Run 1, wiring heat map:
The die is cut into 23 by 23 equal tiles; dark blue is low, red is high, scaled to the fullest tile. Values are wire area over tile area, all layers added.
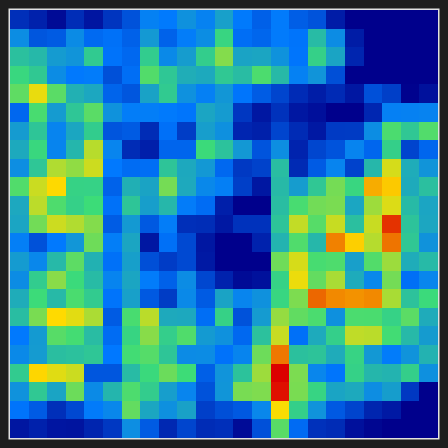
Run 1, drive-strength map:
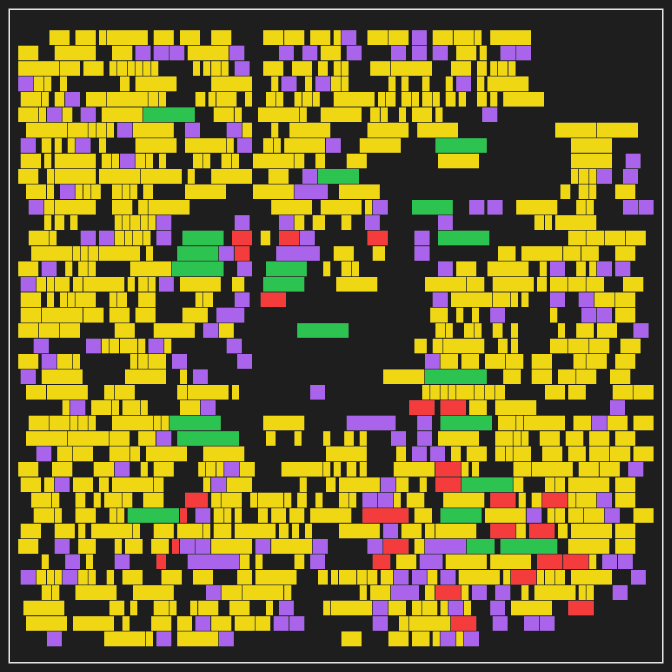
Run 1, routed clock nets over the placement:
Scale bar: 20 um.
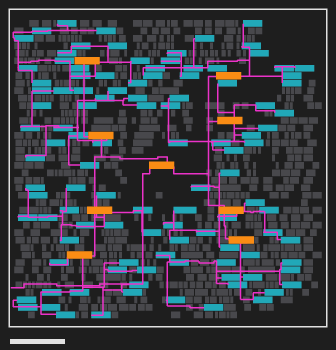
[src/rtl/mem_access_stage_if.sv]
// rtl/mem_access_stage_if.sv - data-memory request/acknowledge bus between the MEM stage and dmem/cache.
interface mem_access_stage_if;
  logic        req;
  logic        we;
  logic [31:0] addr;
  logic [31:0] wdata;
  logic [3:0]  wstrb;
  logic        ack;
  logic [31:0] rdata;

  modport master (output req, we, addr, wdata, wstrb, input ack, rdata);
  modport slave  (input req, we, addr, wdata, wstrb, output ack, rdata);
endinterface

[src/rtl/mem_access_stage.sv]
// rtl/mem_access_stage.sv - MEM-stage load/store unit with req/ack dmem handshake and pipeline busywait.
// Optional REQ timeout with bus_error pulse is built when MEM_TIMEOUT_EN is defined.
module mem_access_stage #(
  parameter int unsigned TIMEOUT_CYCLES = 255
) (
  input  logic                      clk_i,
  input  logic                      rst_i,
  input  logic [31:0]               addr_i,
  input  logic [31:0]               store_data_i,
  input  logic [3:0]                read_write_sel_i,
  input  logic                      is_memory_instruction_i,
  mem_access_stage_if.master        dmem,
  output logic                      busywait_o,
  output logic [31:0]               load_data_o,
  output logic                      misaligned_o,
  output logic                      bus_error_o
);

  typedef enum logic [1:0] {IDLE, REQ, DONE} state_t;

  state_t      state_q, state_d;
  logic        req_q, req_d;
  logic        we_q, we_d;
  logic [31:0] addr_q, addr_d;
  logic [31:0] wdata_q, wdata_d;
  logic [3:0]  wstrb_q, wstrb_d;
  logic [2:0]  funct3_q, funct3_d;
  logic [1:0]  off_q, off_d;
  logic [31:0] load_q, load_d;
  logic        misaligned_q, misaligned_d;
  logic        bus_error_q, bus_error_d;

  logic [2:0]  funct3_in;
  logic [1:0]  off_in;
  logic        is_byte, is_half, is_misaligned;
  logic [31:0] lane_wdata;
  logic [3:0]  lane_wstrb;
  logic [31:0] rdata_shifted;
  logic [31:0] load_fmt;

  assign funct3_in     = read_write_sel_i[2:0];
  assign off_in        = addr_i[1:0];
  // funct3[1:0] encodes size; 011/110/111 fall into the word bucket.
  assign is_byte       = (funct3_in[1:0] == 2'b00);
  assign is_half       = (funct3_in[1:0] == 2'b01);
  assign is_misaligned = is_half ? off_in[0] : (!is_byte && (off_in != 2'b00));

  always_comb begin
    lane_wdata = store_data_i;
    lane_wstrb = 4'b1111;
    if (is_byte) begin
      lane_wdata = {4{store_data_i[7:0]}};
      lane_wstrb = 4'b0001 << off_in;
    end else if (is_half) begin
      lane_wdata = {2{store_data_i[15:0]}};
      lane_wstrb = 4'b0011 << off_in;
    end
  end

  assign rdata_shifted = dmem.rdata >> {off_q, 3'b000};

  always_comb begin
    case (funct3_q)
      3'b000:  load_fmt = {{24{rdata_shifted[7]}}, rdata_shifted[7:0]};
      3'b001:  load_fmt = {{16{rdata_shifted[15]}}, rdata_shifted[15:0]};
      3'b100:  load_fmt = {24'd0, rdata_shifted[7:0]};
      3'b101:  load_fmt = {16'd0, rdata_shifted[15:0]};
      default: load_fmt = dmem.rdata;
    endcase
  end

`ifdef MEM_TIMEOUT_EN
  localparam logic [15:0] TIMEOUT_LIMIT = 16'(TIMEOUT_CYCLES - 1);
  logic [15:0] cnt_q, cnt_d;
`else
  logic unused_timeout_param;
  assign unused_timeout_param = ^(16'(TIMEOUT_CYCLES));
`endif

  always_comb begin
    state_d      = state_q;
    req_d        = req_q;
    we_d         = we_q;
    addr_d       = addr_q;
    wdata_d      = wdata_q;
    wstrb_d      = wstrb_q;
    funct3_d     = funct3_q;
    off_d        = off_q;
    load_d       = load_q;
    misaligned_d = 1'b0;
    bus_error_d  = 1'b0;
    busywait_o   = 1'b0;
`ifdef MEM_TIMEOUT_EN
    cnt_d        = cnt_q;
`endif
    unique case (state_q)
      IDLE: begin
        if (is_memory_instruction_i) begin
          if (is_misaligned) begin
            misaligned_d = 1'b1;
          end else begin
            busywait_o = 1'b1;
            state_d    = REQ;
            req_d      = 1'b1;
            we_d       = read_write_sel_i[3];
            addr_d     = {addr_i[31:2], 2'b00};
            wdata_d    = lane_wdata;
            wstrb_d    = read_write_sel_i[3] ? lane_wstrb : 4'b0000;
            funct3_d   = funct3_in;
            off_d      = off_in;
`ifdef MEM_TIMEOUT_EN
            cnt_d      = 16'd0;
`endif
          end
        end
      end
      REQ: begin
        busywait_o = 1'b1;
        if (dmem.ack) begin
          req_d   = 1'b0;
          state_d = DONE;
          if (!we_q) load_d = load_fmt;
        end
`ifdef MEM_TIMEOUT_EN
        else if (cnt_q == TIMEOUT_LIMIT) begin
          req_d       = 1'b0;
          bus_error_d = 1'b1;
          state_d     = DONE;
          if (!we_q) load_d = 32'd0;
        end else begin
          cnt_d = cnt_q + 16'd1;
        end
`endif
      end
      DONE: state_d = IDLE;
      default: state_d = IDLE;
    endcase
    // Keep upstream released while reset is held, whatever state we are leaving.
    if (rst_i) busywait_o = 1'b0;
  end

  always_ff @(posedge clk_i) begin
    if (rst_i) begin
      state_q      <= IDLE;
      req_q        <= 1'b0;
      we_q         <= 1'b0;
      addr_q       <= 32'd0;
      wdata_q      <= 32'd0;
      wstrb_q      <= 4'd0;
      funct3_q     <= 3'd0;
      off_q        <= 2'd0;
      load_q       <= 32'd0;
      misaligned_q <= 1'b0;
      bus_error_q  <= 1'b0;
`ifdef MEM_TIMEOUT_EN
      cnt_q        <= 16'd0;
`endif
    end else begin
      state_q      <= state_d;
      req_q        <= req_d;
      we_q         <= we_d;
      addr_q       <= addr_d;
      wdata_q      <= wdata_d;
      wstrb_q      <= wstrb_d;
      funct3_q     <= funct3_d;
      off_q        <= off_d;
      load_q       <= load_d;
      misaligned_q <= misaligned_d;
      bus_error_q  <= bus_error_d;
`ifdef MEM_TIMEOUT_EN
      cnt_q        <= cnt_d;
`endif
    end
  end

  assign dmem.req     = req_q;
  assign dmem.we      = we_q;
  assign dmem.addr    = addr_q;
  assign dmem.wdata   = wdata_q;
  assign dmem.wstrb   = wstrb_q;
  assign load_data_o  = load_q;
  assign misaligned_o = misaligned_q;
`ifdef MEM_TIMEOUT_EN
  assign bus_error_o  = bus_error_q;
`else
  assign bus_error_o  = 1'b0;
  logic unused_bus_error;
  assign unused_bus_error = bus_error_q ^ bus_error_d;
`endif

endmodule

[src/flat_wrapper.sv]
// flat-port wrapper written by rule: the top's interface ports become plain ports
module mem_access_stage_flat 
#(
  parameter int unsigned TIMEOUT_CYCLES = 255
)
  (clk_i, rst_i, addr_i, store_data_i, read_write_sel_i, is_memory_instruction_i, busywait_o, load_data_o, misaligned_o, bus_error_o, dmem_req, dmem_we, dmem_addr, dmem_wdata, dmem_wstrb, dmem_ack, dmem_rdata);
  mem_access_stage_if dmem_i ();
  input  logic clk_i;
  input  logic rst_i;
  input  logic [31:0] addr_i;
  input  logic [31:0] store_data_i;
  input  logic [3:0] read_write_sel_i;
  input  logic is_memory_instruction_i;
  output logic busywait_o;
  output logic [31:0] load_data_o;
  output logic misaligned_o;
  output logic bus_error_o;
  output wire logic [$bits(dmem_i.req)-1:0] dmem_req;
  output wire logic [$bits(dmem_i.we)-1:0] dmem_we;
  output wire logic [$bits(dmem_i.addr)-1:0] dmem_addr;
  output wire logic [$bits(dmem_i.wdata)-1:0] dmem_wdata;
  output wire logic [$bits(dmem_i.wstrb)-1:0] dmem_wstrb;
  input wire logic [$bits(dmem_i.ack)-1:0] dmem_ack;
  input wire logic [$bits(dmem_i.rdata)-1:0] dmem_rdata;
  assign dmem_req = dmem_i.req;
  assign dmem_we = dmem_i.we;
  assign dmem_addr = dmem_i.addr;
  assign dmem_wdata = dmem_i.wdata;
  assign dmem_wstrb = dmem_i.wstrb;
  assign dmem_i.ack = dmem_ack;
  assign dmem_i.rdata = dmem_rdata;
  mem_access_stage #(.TIMEOUT_CYCLES(TIMEOUT_CYCLES)) u_core (.clk_i(clk_i), .rst_i(rst_i), .addr_i(addr_i), .store_data_i(store_data_i), .read_write_sel_i(read_write_sel_i), .is_memory_instruction_i(is_memory_instruction_i), .dmem(dmem_i), .busywait_o(busywait_o), .load_data_o(load_data_o), .misaligned_o(misaligned_o), .bus_error_o(bus_error_o));
endmodule
[config.mk]
export PLATFORM = sky130hd
export DESIGN_NAME = mem_access_stage_flat
export DESIGN_NICKNAME = d
export VERILOG_FILES = /design/src/rtl/mem_access_stage_if.sv /design/src/rtl/mem_access_stage.sv /design/src/flat_wrapper.sv
export SDC_FILE = /design/constraint.sdc
export NUM_CORES = 1
export LEC_CHECK = 0
export ABC_AREA = 0
export CAP_MARGIN = 20
export CORE_UTILIZATION = 38
export DETAILED_ROUTE_END_ITERATION = 8
export PLACE_DENSITY_LB_ADDON = 0.3
export SYNTH_ARGS = -nofsm -noshare
export SYNTH_HDL_FRONTEND = slang
export SYNTH_SLANG_ARGS = --single-unit
[constraint.sdc]
create_clock -name clk_i -period 1.8 [get_ports clk_i]
set_input_delay 0.36 -clock clk_i [delete_from_list [all_inputs] [get_ports clk_i]]
set_output_delay 0.36 -clock clk_i [all_outputs]
set_load 0.05 [all_outputs]
==> impl_metrics.env, run 1 <==
# physical design summary
export IMPL_status="finished with violations"
export IMPL_violations="setup timing"
export IMPL_seq_area_frac_synth=0.4454
export IMPL_drive_gt1_frac=0.2441
export IMPL_setup_viol=4
export IMPL_yosys_cells=595
export IMPL_holdWs_ps=335.3
export IMPL_dp_hpwl_um=11290
export IMPL_placed_cell_area_um2=7008
export IMPL_grt_pass1_vias=4908
export IMPL_flop_cell="dfxtp_1"
export IMPL_critical_path_max_fanout=7
export IMPL_clk_latency_ps=350
export IMPL_critPathArrivalTime_ps=2070
export IMPL_vias=5106
export IMPL_yosysTopAreaCell="dfxtp_1"
export IMPL_cap_violations=0
export IMPL_p_per_area_nw_per_um2=877.8
export IMPL_wl_um=15490
export IMPL_placeableCoreArea_um2=12210
export IMPL_clock_path_buffers=2
export IMPL_syn_inst=595
export IMPL_antenna_found_initial=1
export IMPL_top_cells_by_count="nand2_1, dfxtp_1, a21oi_1, clkbuf_1, nor2_1"
export IMPL_grtUsageTotal=0.2334
export IMPL_synthArstFlopShare=0
export IMPL_die_x_um=115.0
export IMPL_dieArea_um2=13230
export IMPL_tool_warnings=32
export IMPL_fin_ws_ps=-8.387
export IMPL_wl_per_cell_um=15.87
export IMPL_slew_violations=0
export IMPL_io_pins=209
export IMPL_fmax_mhz=553.0
export IMPL_via_per_inst=5.232
export IMPL_dp_cells=953
export IMPL_synth_edff_count=0
-- 'wiring heat map' (at the start) --
emptiest ninth of the die: top right
tiles over half the peak: 20%
densest ninth of the die: right middle
nearly empty tiles: 6.6%

-- 'drive-strength map' (at the start) --
[yellow] x1 and smaller | cells: 610
[purple] x3 and x4 | cells: 151
[red] x2 | cells: 26
[green] x6 and larger | cells: 20
nonclk buf count: 252
Setup WS post-layout: -8.387 ps
Syn-to-layout area delta: 54.30%
post-route cell area: 7491 um2

-- 'routed clock nets over the placement' (at the start) --
[cyan] flip-flops | count: 108
[magenta] clock wires | length: 1340 um
[orange] clock-net drivers | count: 9
routed clock nets: 10

-- run 1: where the power goes --
group	leakage (nW)	switching [W]	internal [W]
sequential	0.883	0.0000926	0.00254
combinational	1.95	0.00109	0.000722
clock	0.153	0.000876	0.00126
-- run 1: flip-flops by register name (all words and copies together) (netlist names) --
register             flops
u_core.dmem.addr        30
u_core.dmem.req          1
u_core.dmem.wdata       32
u_core.dmem.we           1
u_core.dmem.wstrb        4
u_core.funct3_q          3
u_core.load_data_o      32
u_core.misaligned_o      1
u_core.off_q             2
u_core.state_q           2
-- run 1: metal layers --
layer  GRT usage  wire (um)  up-vias
li1            -          -     2481
met1      0.2847       6470     2400
met2      0.3972       7550      204
met3     0.05219       1148       21
met4     0.09610        320        0
met5           0          0        -
-- run 1: area by class of cell --
| cell class | instances | area (um2) | area share |
|---|---|---|---|
| flip-flops and latches | 108 | 2166 | 0.2891 |
| clock inverters | 4 | 72.57 | 0.009688 |
| diodes | 1 | 2.502 | 0.0003341 |
| repair buffers | 252 | 2250 | 0.3003 |
| inverters | 3 | 11.26 | 0.001503 |
| multi-input cells | 428 | 2532 | 0.3381 |
| clock buffers | 12 | 246.5 | 0.03290 |
| well taps | 168 | 210.2 | 0.02806 |
-- run 1: critical path, stage by stage (launching register included) --
cell and delay (ps):
dfxtp_4 370, mux2i_1 150, mux4_2 470, or3_4 390, buf_12 170, a211oi_4 180
-- run 1: layout by cell type, fill, tap and decap left out, types with 3 or more instances in the layout --
cell	n
o211ai_1	3
a211oi_1	10
ha_1	3
conb_1	3
dlygate4sd2_1	6
a211oi_2	14
a2bb2oi_1	7
a21oi_1	86
buf_12	7
a311oi_1	8
clkbuf_16	9
clkdlybuf4s50_1	94
nor2_1	38
o21ai_0	25
o221ai_1	7
mux2i_1	34
nand2_1	148
buf_4	142
dfxtp_1	107
a221oi_1	8
o2bb2ai_1	7
-- run 1: worst paths after layout --
path                            cells past startpoint             startpoint                endpoint
worst max-delay path                                5        u_core.off_q[0]  u_core.load_data_o[16]
worst min-delay path                                3                  rst_i     u_core.misaligned_o
worst max register to register                      5        u_core.off_q[0]  u_core.load_data_o[16]
worst min register to register                      2  u_core.load_data_o[5]   u_core.load_data_o[5]
-- run 1: through the flow --
stage / setup TNS [ps] / worst slack [ps]
floorplan: -1231 / -117.1
global placement: -28070 / -410.3
detailed placement: -32720 / -526.8
CTS: -567.4 / -45.92
global route: -499.8 / -54.82
finish: -18.67 / -8.387
-- run 1: repair_timing --
| action | in CTS | in global routing |
|---|---|---|
| hold buffers | 0 | 0 |
| pin swaps | 4 | 5 |
| resized | 26 | 4 |
| endpoints found under the setup margin | 32 | 20 |
| cloned | 1 | 0 |
| buffers inserted | 4 | 1 |
-- run 1: cell families (layout without fill, tap and decap cells) --
| kind of cell | count (synthesis) | in the layout | share of synthesized area |
|---|---|---|---|
| AND-OR/OR-AND | 178 | 178 | 0.2374 |
| adder cells (fa/ha/maj) | 4 | 4 | 0.01031 |
| buffers and inverters | 61 | 271 | 0.05799 |
| flip-flops | 108 | 108 | 0.4454 |
| multiplexers | 36 | 36 | 0.07706 |
| other | 1 | 4 | 0.0007725 |
| AND/OR/NAND/NOR | 207 | 207 | 0.1711 |
==> run 1 -> run 2 <==
REMOVE_ABC_BUFFERS = 1   (was not set)
TNS_END_PERCENT = 30   (was not set)
Run 2, wiring heat map:
The die is cut into 23 by 23 equal tiles; dark blue is low, red is high, scaled to the fullest tile. Values are wire area over tile area, all layers added.
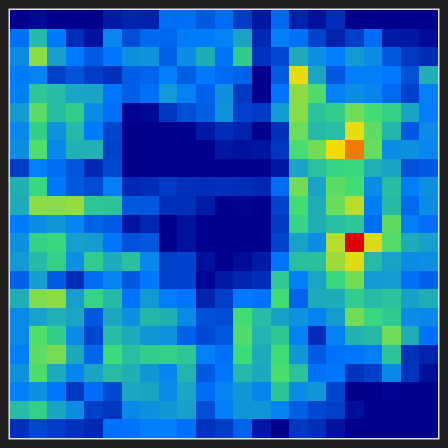
nearly empty tiles: 12%
emptiest ninth of the die: middle
mean over tiles: 0.19
densest ninth of the die: right middle
fullest tile: 0.75
DRT Wirelength: 15360 um
Vias: 5100
drt wl/cell: 15.74 um
gr usage total: 0.2328

Run 2, sequential cells coloured by netlist name:
Scale bar: 20 um. Other sequential cells in the stronger grey, the rest of the logic in the fainter grey.
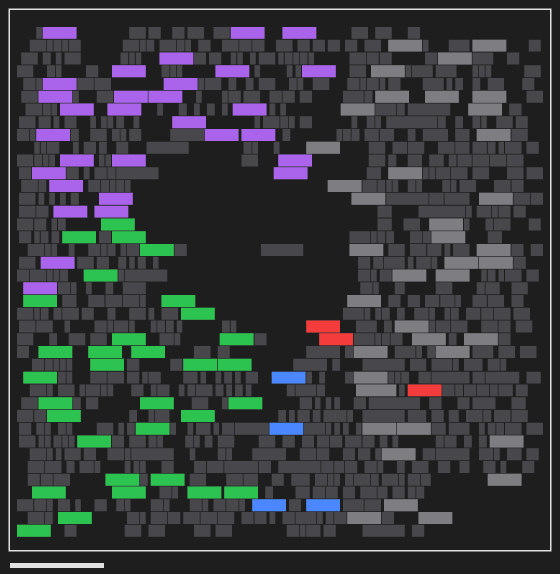
[blue] `u_core.dmem.wstrb` | sequential cells: 4 | where: bottom middle
[green] `u_core.dmem.wdata` | sequential cells: 32
[purple] `u_core.dmem.addr` | sequential cells: 30
[red] `u_core.funct3_q` | sequential cells: 3
not coloured: 39

Run 2, drive-strength map:
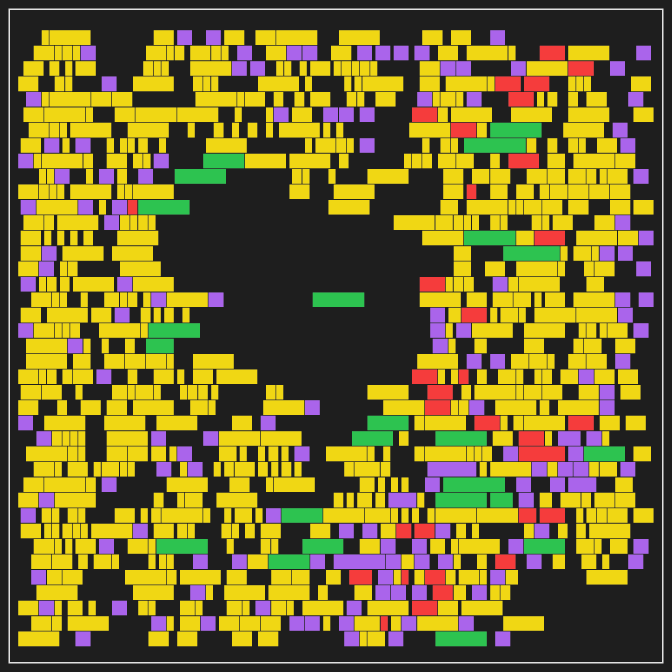
[purple] x3 and x4 | cells: 144
[red] x2 | cells: 32
[yellow] x1 and smaller | cells: 608
[green] x6 and larger | cells: 23

==> run 2 against run 1 <==
Net effect: the run still ends with setup timing left; die area unchanged; sequential power about the same; cell area grew 0.18%; global-route usage fell by 0.060 points; worst setup slack worse by 9.2 ps; clock power hardly changed; maximum frequency fell by 0.51%; area after synthesis unchanged; combinational power about the same; critical endpoint is now busywait_o.
==> impl_metrics.env, run 2 <==
# physical design summary
export IMPL_status="finished with violations"
export IMPL_violations="setup timing"
export IMPL_p_per_area_nw_per_um2=876.7
export IMPL_power_leakage_nw=2.989
export IMPL_cap_violations=0
export IMPL_fin_ws_ps=-17.59
export IMPL_slew_violations=0
export IMPL_drive_gt1_frac=0.2466
export IMPL_flop_cell="dfxtp_1"
export IMPL_worstSetupPathType="input pin to output port"
export IMPL_fmax_mhz=550.2
export IMPL_syn_to_final_growth_pct=54.59
export IMPL_worst_pin_slew_ps=664.4
export IMPL_tool_warnings=33
export IMPL_via_per_inst=5.225
export IMPL_seq_area_frac_synth=0.4454
export IMPL_top_cells_by_count="nand2_1, dfxtp_1, a21oi_1, clkbuf_1, nor2_1"
export IMPL_syn_inst=595
export IMPL_placeableCoreArea_um2=12210
export IMPL_dieArea_um2=13230
export IMPL_yosys_cells=595
export IMPL_critPathArrivalTime_ps=1460
export IMPL_grt_pass1_vias=4923
export IMPL_die_x_um=115.0
export IMPL_dp_hpwl_um=10830
export IMPL_hold_buffers=0
export IMPL_placed_cell_area_um2=7013
export IMPL_setup_viol=5
export IMPL_synth_edff_count=0
export IMPL_fin_skew_ps=7.130
export IMPL_clock_path_buffers=2
export IMPL_top_cell="nand2_1"
export IMPL_final_area_um2=7505
export IMPL_lay_top_count="nand2_1"
export IMPL_antenna_found_initial=1
export IMPL_clk_pin_slew_worst_paths_ps=70
export IMPL_lay_top_cells="nand2_1, buf_4, dfxtp_1, clkdlybuf4s50_1, a21oi_1"
export IMPL_synthArstFlopShare=0
export IMPL_clk_latency_ps=340
export IMPL_yosysTopAreaCell="dfxtp_1"
export IMPL_io_pins=209
export IMPL_critical_path_max_fanout=3
export IMPL_numCtsBuffers=9
==> run 2: cell counts after synthesis <==
Identical to the previous run, type by type.
==> run 2: final cells by class <==
class                           instances  area [um2]
Clock inverter                          5       75.07
Fill cell                            1102        4707
Tap cell                              168       210.2
Inverter                                3       11.26
Timing Repair Buffer                  252        2280
Clock buffer                           11       242.7
Antenna cell                            1       2.502
Multi-Input combinational cell        428        2517
Sequential cell                       108        2166
==> run 2: metrics by stage <==
stage / worst slack (ps) / TNS (ps) / std cells / hold WS, ps
2_1_floorplan: -940.6 / -84800 / 539 / 424.6
3_3_place_gp: -426.0 / -23520 / 951 / 439.7
3_5_place_dp: -492.4 / -27480 / 951 / 446.0
4_1_cts: -51.21 / -51.21 / 974 / 241.1
5_1_grt: -84.93 / -821.0 / 975 / 250.2
6_report: -17.59 / -48.43 / 976 / 254.3
==> run 2: repair_timing <==
action | CTS | global route
setup endpoints to repair | 17 | 24
buffers inserted | 6 | 1
resized | 20 | 9
cloned | 1 | 0
pin swaps | 3 | 2
==> run 2: critical path: stages <==
cell             delay [ps]
clkdlybuf4s50_1         480
nand3b_1                140
a31oi_2                 220
nor3_2                   70
clkbuf_16               180
==> run 2: final timing paths <==
path | from | end | cells after the start
setup / recovery | read_write_sel_i[0] | busywait_o | 5
hold / removal | rst_i | u_core.dmem.req | 2
setup reg to reg | u_core.off_q[0] | u_core.load_data_o[18] | 5
hold reg to reg | u_core.dmem.wdata[31] | u_core.dmem.wdata[31] | 2
==> run 2: logic make-up (layout without fill, tap and decap cells) <==
family | count (synthesis) | count (layout) | share of synthesized area
simple gates | 207 | 207 | 0.1711
compound gates | 178 | 178 | 0.2374
flops | 108 | 108 | 0.4454
buf+inv | 61 | 271 | 0.05799
mux | 36 | 36 | 0.07706
other cells | 1 | 4 | 0.0007725
fa+ha+maj | 4 | 4 | 0.01031
==> run 2: per-layer routing <==
layer | global-route usage | wire, um | up-vias
met5 | 0 | 0 | -
met4 | 0.1039 | 345 | 0
met3 | 0.07116 | 1438 | 25
met2 | 0.3892 | 7345 | 212
met1 | 0.2748 | 6228 | 2388
li1 | - | - | 2475
==> run 2: power breakdown <==
part / leakage [nW] / switching, W / internal, W / total, W
Combinational: 1.95 / 0.00109 / 0.000726 / 0.00181
Sequential: 0.883 / 0.0000952 / 0.00254 / 0.00263
Clock: 0.159 / 0.000883 / 0.00125 / 0.00213
Total: 2.99 / 0.00206 / 0.00452 / 0.00658
==> run 2 -> run 3 <==
CORE_ASPECT_RATIO = 0.5   (was not set)
Run 3, sequential cells coloured by netlist name:
Scale bar: 50 um. Other sequential cells in the stronger grey, the rest of the logic in the fainter grey.
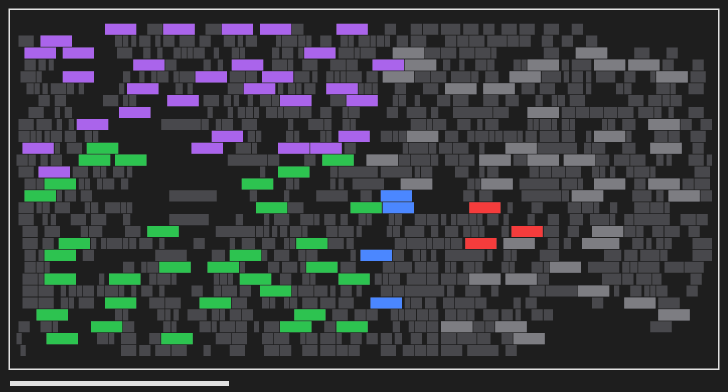
[red] `u_core.funct3_q` | sequential cells: 3
[blue] `u_core.dmem.wstrb` | sequential cells: 4
[green] `u_core.dmem.wdata` | sequential cells: 32
[purple] `u_core.dmem.addr` | sequential cells: 30
not coloured: 39
FF+latch area: 2166 um2
Seq area share: 0.2877
sequential group power: 0.00262 W

Run 3, routed clock nets over the placement:
Scale bar: 50 um.
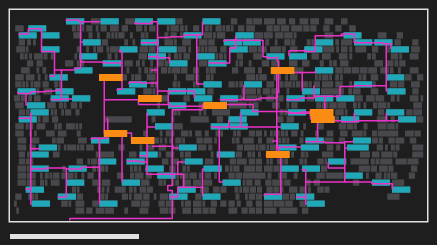
[orange] clock-net drivers | count: 9
[magenta] clock wires | length: 1360 um
[cyan] flip-flops | count: 108
routed clock nets: 10
flops lie: widely spread
worst skew pair latency: 340 ps
Clock Power Share: 0.313

Run 3, drive-strength map:
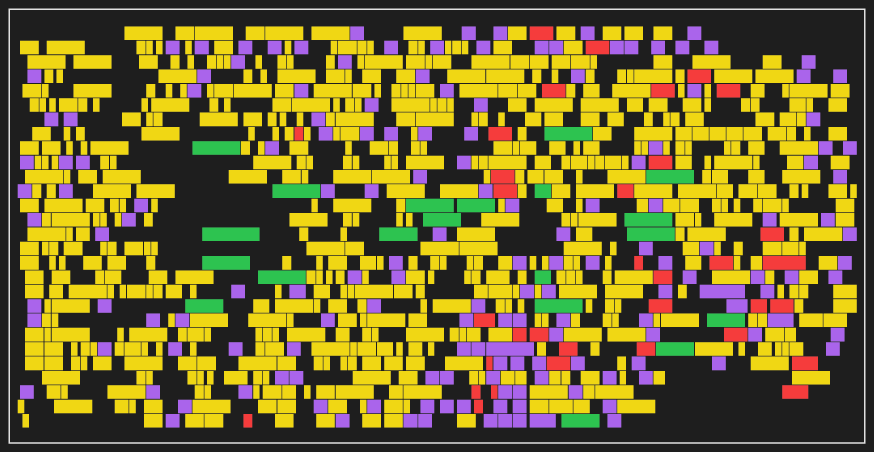
[yellow] x1 and smaller | cells: 605
[green] x6 and larger | cells: 20
[purple] x3 and x4 | cells: 159
[red] x2 | cells: 34

==> run 3 against run 2 <==
Net effect: the run still ends with setup timing left; combinational power about the same; clock-buffer cell count decreased by 2; largest power group unchanged; core utilization up 0.64 points; largest cell class unchanged; sequential cell count did not move; hold slack gained 120 ps; via count is 1.2% lower; first-iteration DRC count shrank 52%; sequential power hardly changed; worst setup slack worse by 40 ps.
==> impl_metrics.env, run 3 <==
# physical design summary
export IMPL_yosysTopAreaCell="dfxtp_1"
export IMPL_wl_per_cell_um=15.35
export IMPL_clock_path_buffers=2
export IMPL_io_pins=209
export IMPL_lay_top_cells="buf_4, nand2_1, dfxtp_1, clkdlybuf4s50_1, a21oi_1"
export IMPL_vias=5041
export IMPL_dp_hpwl_um=10440
export IMPL_flop_cell="dfxtp_1"
export IMPL_grt_pass1_vias=4717
export IMPL_cp_cell_sequence="mux2i_2 -> mux4_2 -> or3_4 -> clkbuf_16 -> a211oi_2"
export IMPL_syn_inst=595
export IMPL_fin_ws_ps=-57.44
export IMPL_power_leakage_nw=3.070
export IMPL_p_int_w=0.004350
export IMPL_combPwrFrac=0.281
export IMPL_fin_skew_ps=7.878
export IMPL_synthTopLogicFamily="AND-OR/OR-AND gates"
export IMPL_worst_pin_slew_ps=536.1
export IMPL_setup_viol=16
export IMPL_switching_share=0.3258
export IMPL_worstSetupPathType="flip-flop to flip-flop"
export IMPL_antenna_cells=0
export IMPL_lay_top_count="buf_4"
export IMPL_placeableCoreArea_um2=12120
export IMPL_ys_sh_adder=0.01031
export IMPL_die_x_um=161.8
export IMPL_grtUsageTotal=0.2148
export IMPL_worstReg2RegEnd="u_core.load_data_o[21]"
export IMPL_p_per_area_nw_per_um2=857.2
export IMPL_switchingPower_w=0.002102
export IMPL_numCtsBuffers=9
export IMPL_clk_pin_slew_worst_paths_ps=80
export IMPL_violations="setup timing"
export IMPL_critical_path_max_fanout=8
export IMPL_slew_violations=0
export IMPL_syn_to_final_growth_pct=55.05
export IMPL_status="finished with violations"
[run 3: cell count changes in the layout (fill, tap and decap cells not counted), sizes merged]
cell and change:
buf +10, dlygate4sd2 -6, dlymetal6s2s +6, clkdlybuf4s50 -2, inv +2, bufinv -1, clkbuf +1, clkinvlp +1
diode -1
[run 3: metrics by stage]
step	util	hold slack, ps	instance area [um2]	instances
2_1_floorplan	-	424.6	4592	539
3_3_place_gp	0.5813	441.6	7047	956
3_5_place_dp	0.5813	444.7	7047	956
4_1_cts	0.6130	355.7	7431	980
5_1_grt	0.6210	362.1	7527	983
6_report	0.6210	374.1	7527	983
[run 3: what timing repair did]
item                       in CTS  in global routing
cloned                          0                  1
setup endpoints to repair      25                 38
resized                        11                 24
setup buffers                   8                  2
pin swaps                       3                  3
[run 3: worst min-delay path by stage]
| stage | slack (ps) | startpoint | depth (start not counted) | to |
|---|---|---|---|---|
| 4_1_cts | 360 | rst_i | 3 | u_core.misaligned_o |
| 5_1_grt | 360 | rst_i | 3 | u_core.misaligned_o |
| 2_1_floorplan | 420 | rst_i | 1 | u_core.load_data_o[20] |
| 3_5_place_dp | 440 | u_core.load_data_o[6] | 2 | u_core.load_data_o[6] |
| 6_report | 370 | rst_i | 3 | u_core.misaligned_o |
| 3_3_place_gp | 440 | u_core.load_data_o[5] | 2 | u_core.load_data_o[5] |
[run 3: power by group through the flow]
| stage | logic, W | registers, W | clock network [W] |
|---|---|---|---|
| after floorplan | 0.000450 | 0.00317 | 0 |
| after global placement | 0.00173 | 0.00267 | 0 |
| after detailed placement | 0.00175 | 0.00268 | 0 |
| after CTS | 0.00177 | 0.00262 | 0.00208 |
| after global routing | 0.00192 | 0.00264 | 0.00220 |
| final | 0.00181 | 0.00262 | 0.00202 |
[run 3: cells by family (layout without fill, tap and decap cells)]
kind of cell	after synthesis	in the layout
adder cells (fa/ha/maj)	4	4
AND/OR/NAND/NOR	207	207
AND-OR/OR-AND	178	178
buffers and inverters	61	282
flip-flops	108	108
multiplexers	36	36
other	1	3
[run 3: layout make-up]
type | instances | area, um2 | share of cell area
Inverter | 3 | 11.26 | 0.001496
Sequential cell | 108 | 2166 | 0.2877
Timing Repair Buffer | 263 | 2336 | 0.3103
Clock buffer | 9 | 225.2 | 0.02992
Multi-Input combinational cell | 428 | 2509 | 0.3333
Tap cell | 165 | 206.4 | 0.02743
Clock inverter | 7 | 73.82 | 0.009807
[run 3: metal layers]
metal  GRT usage  vias to the layer above  routed length, um  part of all wire
met4     0.06226                        0                164             0.011
li1            -                     2500                  -                 -
met1      0.2647                     2389               6537              0.43
met5           0                        -                  0                 0
met3     0.04293                       15                742             0.049
met2      0.3850                      137               7641              0.51
[run 3: critical path: cells and delay by family, from the launching register on]
family	cells	cell delay, ps
compound gates	1	160
simple gates	1	380
mux	2	660
flops	1	380
buf+inv	1	190
Power figures rest on the tool's default switching activity, not on a simulated workload.
